<file path="config.mk">
export PLATFORM = sky130hd
export DESIGN_NAME = dw_window_gen_flat
export DESIGN_NICKNAME = d
export VERILOG_FILES = /design/src/rtl/dw_window_gen_if.sv /design/src/rtl/dw_window_gen.sv /design/src/flat_wrapper.sv
export SDC_FILE = /design/constraint.sdc
export NUM_CORES = 2
export LEC_CHECK = 0
export ABC_CLOCK_PERIOD_IN_PS = 47300
export CAP_MARGIN = 20
export CORE_ASPECT_RATIO = 0.8
export CORE_MARGIN = 2
export CORE_UTILIZATION = 65
export CTS_BUF_LIST = sky130_fd_sc_hd__clkbuf_4
export CTS_CLUSTER_DIAMETER = 120
export DETAILED_ROUTE_END_ITERATION = 12
export PLACE_DENSITY = 0.84
export SETUP_SLACK_MARGIN = 0.1
export SLEW_MARGIN = 20
export SYNTH_ARGS = -nofsm -noshare
export SYNTH_HDL_FRONTEND = slang
export SYNTH_SLANG_ARGS = --single-unit
</file>
<file path="constraint.sdc">
create_clock -name clock -period 47.3 [get_ports clock]
set_clock_uncertainty 0.15 [all_clocks]
set_input_delay 9.46 -clock clock [delete_from_list [all_inputs] [get_ports clock]]
set_output_delay 9.46 -clock clock [all_outputs]
set_load 0.01 [all_outputs]
</file>
<file path="src/rtl/dw_window_gen_if.sv">
// Pixel-in / window-out stream bundle for dw_window_gen.
// master is the generator's view; slave is the feeder/consumer's view.
interface dw_window_gen_if #(
  parameter int unsigned DATA_W = 8,
  parameter int unsigned DIM_W  = 6
);
  logic [DATA_W-1:0] pix_in;
  logic              pix_valid;
  logic              pix_ready;
  logic [DATA_W-1:0] window_out [0:8];
  logic              win_valid;
  logic              win_ready;
  logic [DIM_W-1:0]  win_row;
  logic [DIM_W-1:0]  win_col;

  modport master (
    input  pix_in, pix_valid, win_ready,
    output pix_ready, window_out, win_valid, win_row, win_col
  );

  modport slave (
    output pix_in, pix_valid, win_ready,
    input  pix_ready, window_out, win_valid, win_row, win_col
  );
endinterface

</file>
<file path="src/rtl/dw_window_gen.sv">
// Streaming zero-padded 3x3 window generator (stride 1 or 2) feeding the depthwise conv engine.
// Two line buffers plus a 3x3 shift register; one step per cycle over an (H+1)x(W+1) grid.
module dw_window_gen #(
  parameter int unsigned MAX_WIDTH = 32,
  parameter int unsigned DATA_W    = 8,
  parameter int unsigned DIM_W     = $clog2(MAX_WIDTH + 1)
) (
  input  logic             clock,
  input  logic             reset,
  input  logic [DIM_W-1:0] cfg_width,
  input  logic [DIM_W-1:0] cfg_height,
  input  logic             cfg_stride2,
  input  logic             start,
  output logic             busy,
  output logic             frame_done,
  dw_window_gen_if.master  win_if
);
  // One extra bit so the row counter can sit at H+1 once the grid is exhausted.
  localparam int unsigned CntW    = DIM_W + 1;
  localparam int unsigned LbDepth = MAX_WIDTH + 1;

  typedef enum logic [1:0] {StIdle, StScan, StDone} state_e;

  state_e            state_q, state_d;
  logic [DIM_W-1:0]  width_q, height_q;
  logic              stride2_q;
  logic [CntW-1:0]   sr_q, sr_d, sc_q, sc_d;
  logic [DATA_W-1:0] lb1_q [LbDepth];
  logic [DATA_W-1:0] lb2_q [LbDepth];
  logic [DATA_W-1:0] win_q [0:8];
  logic [DATA_W-1:0] win_d [0:8];
  logic [DATA_W-1:0] out_q [0:8];
  logic              out_valid_q, out_valid_d;
  logic [DIM_W-1:0]  row_q, row_d, col_q, col_d;

  logic [CntW-1:0]   w_ext, h_ext, sr_m1, sc_m1;
  logic [DIM_W-1:0]  sc_idx;
  logic              accept_start, slot_free, in_grid, scanning, step, emit, load;
  logic [DATA_W-1:0] cur, col_top, col_mid;

  always_comb begin
    w_ext        = {1'b0, width_q};
    h_ext        = {1'b0, height_q};
    sr_m1        = sr_q - CntW'(1);
    sc_m1        = sc_q - CntW'(1);
    sc_idx       = sc_q[DIM_W-1:0];
    accept_start = (state_q == StIdle) && start;
    slot_free    = !out_valid_q || win_if.win_ready;
    in_grid      = (sr_q < h_ext) && (sc_q < w_ext);
    scanning     = (state_q == StScan) && (sr_q <= h_ext);
    step         = scanning && slot_free && (!in_grid || win_if.pix_valid);
    cur          = in_grid ? win_if.pix_in : '0;
    // Gating by row index keeps previous-frame line buffer contents out of the top rows.
    col_top      = (sr_q >= CntW'(2)) ? lb2_q[sc_idx] : '0;
    col_mid      = (sr_q != '0) ? lb1_q[sc_idx] : '0;
    emit         = (sr_q != '0) && (sc_q != '0) &&
                   (!stride2_q || (!sr_m1[0] && !sc_m1[0]));
    load         = step && emit;
  end

  // Shift left by one column; at column 0 the two older columns are the left padding.
  always_comb begin
    for (int kh = 0; kh < 3; kh++) begin
      win_d[kh*3+0] = (sc_q == '0) ? '0 : win_q[kh*3+1];
      win_d[kh*3+1] = (sc_q == '0) ? '0 : win_q[kh*3+2];
    end
    win_d[2] = col_top;
    win_d[5] = col_mid;
    win_d[8] = cur;
  end

  always_comb begin
    state_d = state_q;
    sr_d    = sr_q;
    sc_d    = sc_q;
    unique case (state_q)
      StIdle: begin
        if (start) begin
          state_d = StScan;
          sr_d    = '0;
          sc_d    = '0;
        end
      end
      StScan: begin
        if (step) begin
          if (sc_q == w_ext) begin
            sc_d = '0;
            sr_d = sr_q + CntW'(1);
          end else begin
            sc_d = sc_q + CntW'(1);
          end
        end
        if ((sr_q > h_ext) && slot_free) state_d = StDone;
      end
      StDone:  state_d = StIdle;
      default: state_d = StIdle;
    endcase
  end

  always_comb begin
    out_valid_d = out_valid_q;
    row_d       = row_q;
    col_d       = col_q;
    if (load) begin
      out_valid_d = 1'b1;
      row_d       = stride2_q ? sr_m1[DIM_W:1] : sr_m1[DIM_W-1:0];
      col_d       = stride2_q ? sc_m1[DIM_W:1] : sc_m1[DIM_W-1:0];
    end else if (win_if.win_ready) begin
      out_valid_d = 1'b0;
    end
  end

  always_ff @(posedge clock or posedge reset) begin
    if (reset) begin
      state_q     <= StIdle;
      width_q     <= '0;
      height_q    <= '0;
      stride2_q   <= 1'b0;
      sr_q        <= '0;
      sc_q        <= '0;
      out_valid_q <= 1'b0;
      row_q       <= '0;
      col_q       <= '0;
      for (int i = 0; i < 9; i++) begin
        win_q[i] <= '0;
        out_q[i] <= '0;
      end
      for (int i = 0; i < int'(LbDepth); i++) begin
        lb1_q[i] <= '0;
        lb2_q[i] <= '0;
      end
    end else begin
      state_q     <= state_d;
      sr_q        <= sr_d;
      sc_q        <= sc_d;
      out_valid_q <= out_valid_d;
      row_q       <= row_d;
      col_q       <= col_d;
      if (accept_start) begin
        width_q   <= cfg_width;
        height_q  <= cfg_height;
        stride2_q <= cfg_stride2;
      end
      if (step) begin
        win_q         <= win_d;
        lb1_q[sc_idx] <= cur;
        lb2_q[sc_idx] <= col_mid;
      end
      if (load) out_q <= win_d;
    end
  end

  assign win_if.pix_ready  = scanning && in_grid && slot_free;
  assign win_if.window_out = out_q;
  assign win_if.win_valid  = out_valid_q;
  assign win_if.win_row    = row_q;
  assign win_if.win_col    = col_q;
  assign busy              = (state_q != StIdle);
  assign frame_done        = (state_q == StDone);
endmodule

</file>
<file path="src/flat_wrapper.sv">
// flat-port wrapper written by rule: the top's interface ports become plain ports
module dw_window_gen_flat 
#(
  parameter int unsigned MAX_WIDTH = 32,
  parameter int unsigned DATA_W    = 8,
  parameter int unsigned DIM_W     = $clog2(MAX_WIDTH + 1)
)
  (clock, reset, cfg_width, cfg_height, cfg_stride2, start, busy, frame_done, win_if_pix_in, win_if_pix_valid, win_if_win_ready, win_if_pix_ready, win_if_window_out, win_if_win_valid, win_if_win_row, win_if_win_col);
  dw_window_gen_if #(.DATA_W(DATA_W), .DIM_W(DIM_W)) win_if_i ();
  input  logic clock;
  input  logic reset;
  input  logic [DIM_W-1:0] cfg_width;
  input  logic [DIM_W-1:0] cfg_height;
  input  logic cfg_stride2;
  input  logic start;
  output logic busy;
  output logic frame_done;
  input wire logic [$bits(win_if_i.pix_in)-1:0] win_if_pix_in;
  input wire logic [$bits(win_if_i.pix_valid)-1:0] win_if_pix_valid;
  input wire logic [$bits(win_if_i.win_ready)-1:0] win_if_win_ready;
  output wire logic [$bits(win_if_i.pix_ready)-1:0] win_if_pix_ready;
  output wire logic [$bits(win_if_i.window_out)-1:0] win_if_window_out;
  output wire logic [$bits(win_if_i.win_valid)-1:0] win_if_win_valid;
  output wire logic [$bits(win_if_i.win_row)-1:0] win_if_win_row;
  output wire logic [$bits(win_if_i.win_col)-1:0] win_if_win_col;
  assign win_if_i.pix_in = win_if_pix_in;
  assign win_if_i.pix_valid = win_if_pix_valid;
  assign win_if_i.win_ready = win_if_win_ready;
  assign win_if_pix_ready = win_if_i.pix_ready;
  assign win_if_window_out = {>>{win_if_i.window_out}};
  assign win_if_win_valid = win_if_i.win_valid;
  assign win_if_win_row = win_if_i.win_row;
  assign win_if_win_col = win_if_i.win_col;
  dw_window_gen #(.MAX_WIDTH(MAX_WIDTH), .DATA_W(DATA_W), .DIM_W(DIM_W)) u_core (.clock(clock), .reset(reset), .cfg_width(cfg_width), .cfg_height(cfg_height), .cfg_stride2(cfg_stride2), .start(start), .busy(busy), .frame_done(frame_done), .win_if(win_if_i));
endmodule
</file>
==> run notes <==
Physical implementation status

The synthesized-area fraction occupied by xor and xnor cells stands at 0.256%. The share of total power dissipated in combinational logic is approximately 37%. In the synthesized netlist the async set-or-reset flop fraction comes to 100%. Summed over its instances, the top area cell type makes up 56.0% of the synthesized netlist area. For this run, the chip area from Yosys synthesis comes to 30,800 sq um. The cell depth of the worst flop-to-flop path stands at 8. Following the worst setup path forward leads to its endpoint at win_if_pix_ready. The static leakage stands at 0.0155 uW. Looking at area per cell type in the netlist, the leader is sky130_fd_sc_hd__dfrtp_1. The script extracted a net switching power of 811 uW. The fraction of power consumed by the clock network stands at 24.8%. The part of the power in registers stands at 38.2%. The clock insertion delay at the later pin of the skew report stands at between 0.9 and 1 ns. The sum of net half-perimeters after detailed placement stands at 56.1 mm.

For this run, the leading register cell type out of synthesis is sky130_fd_sc_hd__dfrtp_1. During placement, the flow inserted port buffers numbering 113. The adder and majority gate portion of the synthesized area stands at 0.771%. The critical path's slowest stage uses the library cell sky130_fd_sc_hd__a21o_2.

The global routing stage identified its most utilized layer as met2. The transition time at the pin with the least slew margin stands at 1.17 ns. The buffer depth of the longest clock path stands at 3. The TritonCTS buffer count stands at roughly 160. Per the summary, power density relative to cell area is roughly 56 nW/um^2. The area of the multi-input gates stands at 12,300 sq um. The mean post-synth cell area stands at between 10 and 15 sq um. TritonCTS built the clock tree. The met2 track demand over resource stands at 55.7%. Sequential elements use 56.0% of the synthesized area. Per the synthesis report, the number of distinct cell types is between 70 and 80.

The total of plain and repair buffers excluding clock buffers stands at 174. For the worst reg-to-reg path, the startpoint reported by OpenROAD is u_core.sc_q[1]. The count of cells resized by post-cts repair stands at 0. After routing, the total negative slack on setup checks comes to 0 ns. Multi-input logic gates represent a cell area share of roughly 36%.

The number of I/O pins stands at 114. Checking hold timing, the worst path is listed with class flop to flop. The most critical setup path has its startpoint at win_if_win_ready. The area used by sequential logic in the layout stands at 17,300 sq um. The largest net degree at the start of global routing stands at 182.

The synthesis run shows the most used standard cells to be sky130_fd_sc_hd__nand2_1, sky130_fd_sc_hd__dfrtp_1, sky130_fd_sc_hd__o21ai_0. The fraction of power spent switching nets stands at 42.1%. In the layout the commonest cells are sky130_fd_sc_hd__nand2_1, sky130_fd_sc_hd__dfrtp_1, sky130_fd_sc_hd__o21ai_0. STA classifies the critical path endpoint as an output pin.

The flow ran to the end, and the final reports show no timing, DRC or antenna violations. For this run, combinational gates with multiple inputs come to 2,070. For hold timing, the worst endpoint is u_core.win_if.window_out[44]. The routed wirelength on the met1 layer is recorded as 34.6 mm.

The initial core utilization stands at 65.8%. In this run the most critical hold path is launched from u_core.win_q[36]. The x dimension of the die stands at 248 um.

The critical path runs through a total of 6 cells. Once iteration 0 of detailed routing completed, the report listed 3,781 DRC markers. The CTS sink count stands at 690.

Setup repair after global routing left no endpoint under its margin. The design received a total of 620 well taps at floorplan. The number of antenna violations at the first check in global routing stands at 4. Yosys shows that the main logic family after synthesis is AND-OR/OR-AND gates. The share of synthesized cell area in and-or and or-and compound cells stands at 16.6%. The CTS H-tree depth stands at 4.

Buffers added to address setup during post-CTS repair amount to 0. The net count entering floorplan stands at 3,090. For the worst reg-to-reg path, the endpoint reported by OpenROAD is u_core.lb2_q[206]. The routed wire length on met2 stands at 40.8 mm. The number of warning messages in the logs stands at 37. The met3 wire length stands at 12.1 mm. The setup slack after layout stands at 25.23 ns. The tally of nets with antenna violations remaining after routing stands at 0. The global-route usage over all layers stands at 38.3%.

The simple-gate portion of the synthesized area stands at 13.9%.
## through the flow
stage,util [%],total power (uW),area (sq um),std cells,hold slack (ns)
after floorplan,-,1160,30800,3045,0.289
after global placement,68.4,1400,32100,3584,0.304
after detailed placement,68.4,1430,32100,3584,0.303
final,72.7,1930,34100,3857,0.315
after CTS,72.6,1900,34100,3852,0.321
after global routing,72.7,2000,34100,3855,0.352
## power groups by stage
stage | Sequential [uW] | Clock (uW) | Combinational, uW
floorplan | 729 | 0 | 430
global placement | 739 | 0 | 660
detailed placement | 745 | 0 | 682
CTS | 734 | 480 | 684
global route | 745 | 512 | 745
finish | 736 | 478 | 712
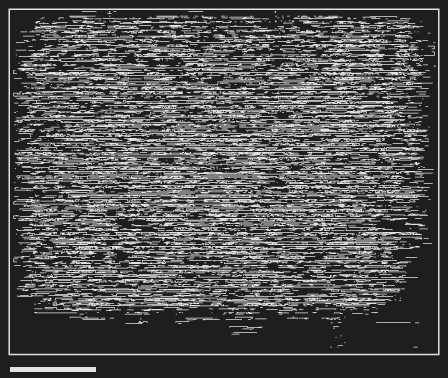
Fig. 1. M1 wires.
Bar = 50 um.
The longest straight run is 69.0 um. The wires run mostly horizontal. The layer carries 34.6 mm of wire. 3,007 nets have wire on it. The layer holds 37% of the routed length.
sum of routed wire length over all layers: 92.4 mm
met1 Track Usage GR: 50.8%
vias post-DR: 25,646

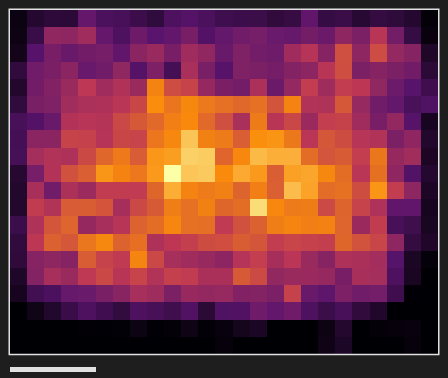
Fig. 2. Wiring heat map.
Bar = 50 um. The die is cut into 25 by 20 equal tiles; black is low, pale yellow is high, scaled to the fullest tile. Values are wire area over tile area, all layers added.
The mean over all tiles is 0.33. 9.8% of the tiles are nearly empty. The densest ninth of the die: center. The emptiest ninth of the die: lower right. The fullest tile reaches 0.86.

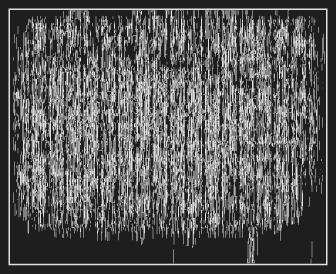
Fig. 3. Metal 2.
The layer holds 44% of the routed length. 2,708 nets have wire on it.

Power and IR drop assume default switching activity.
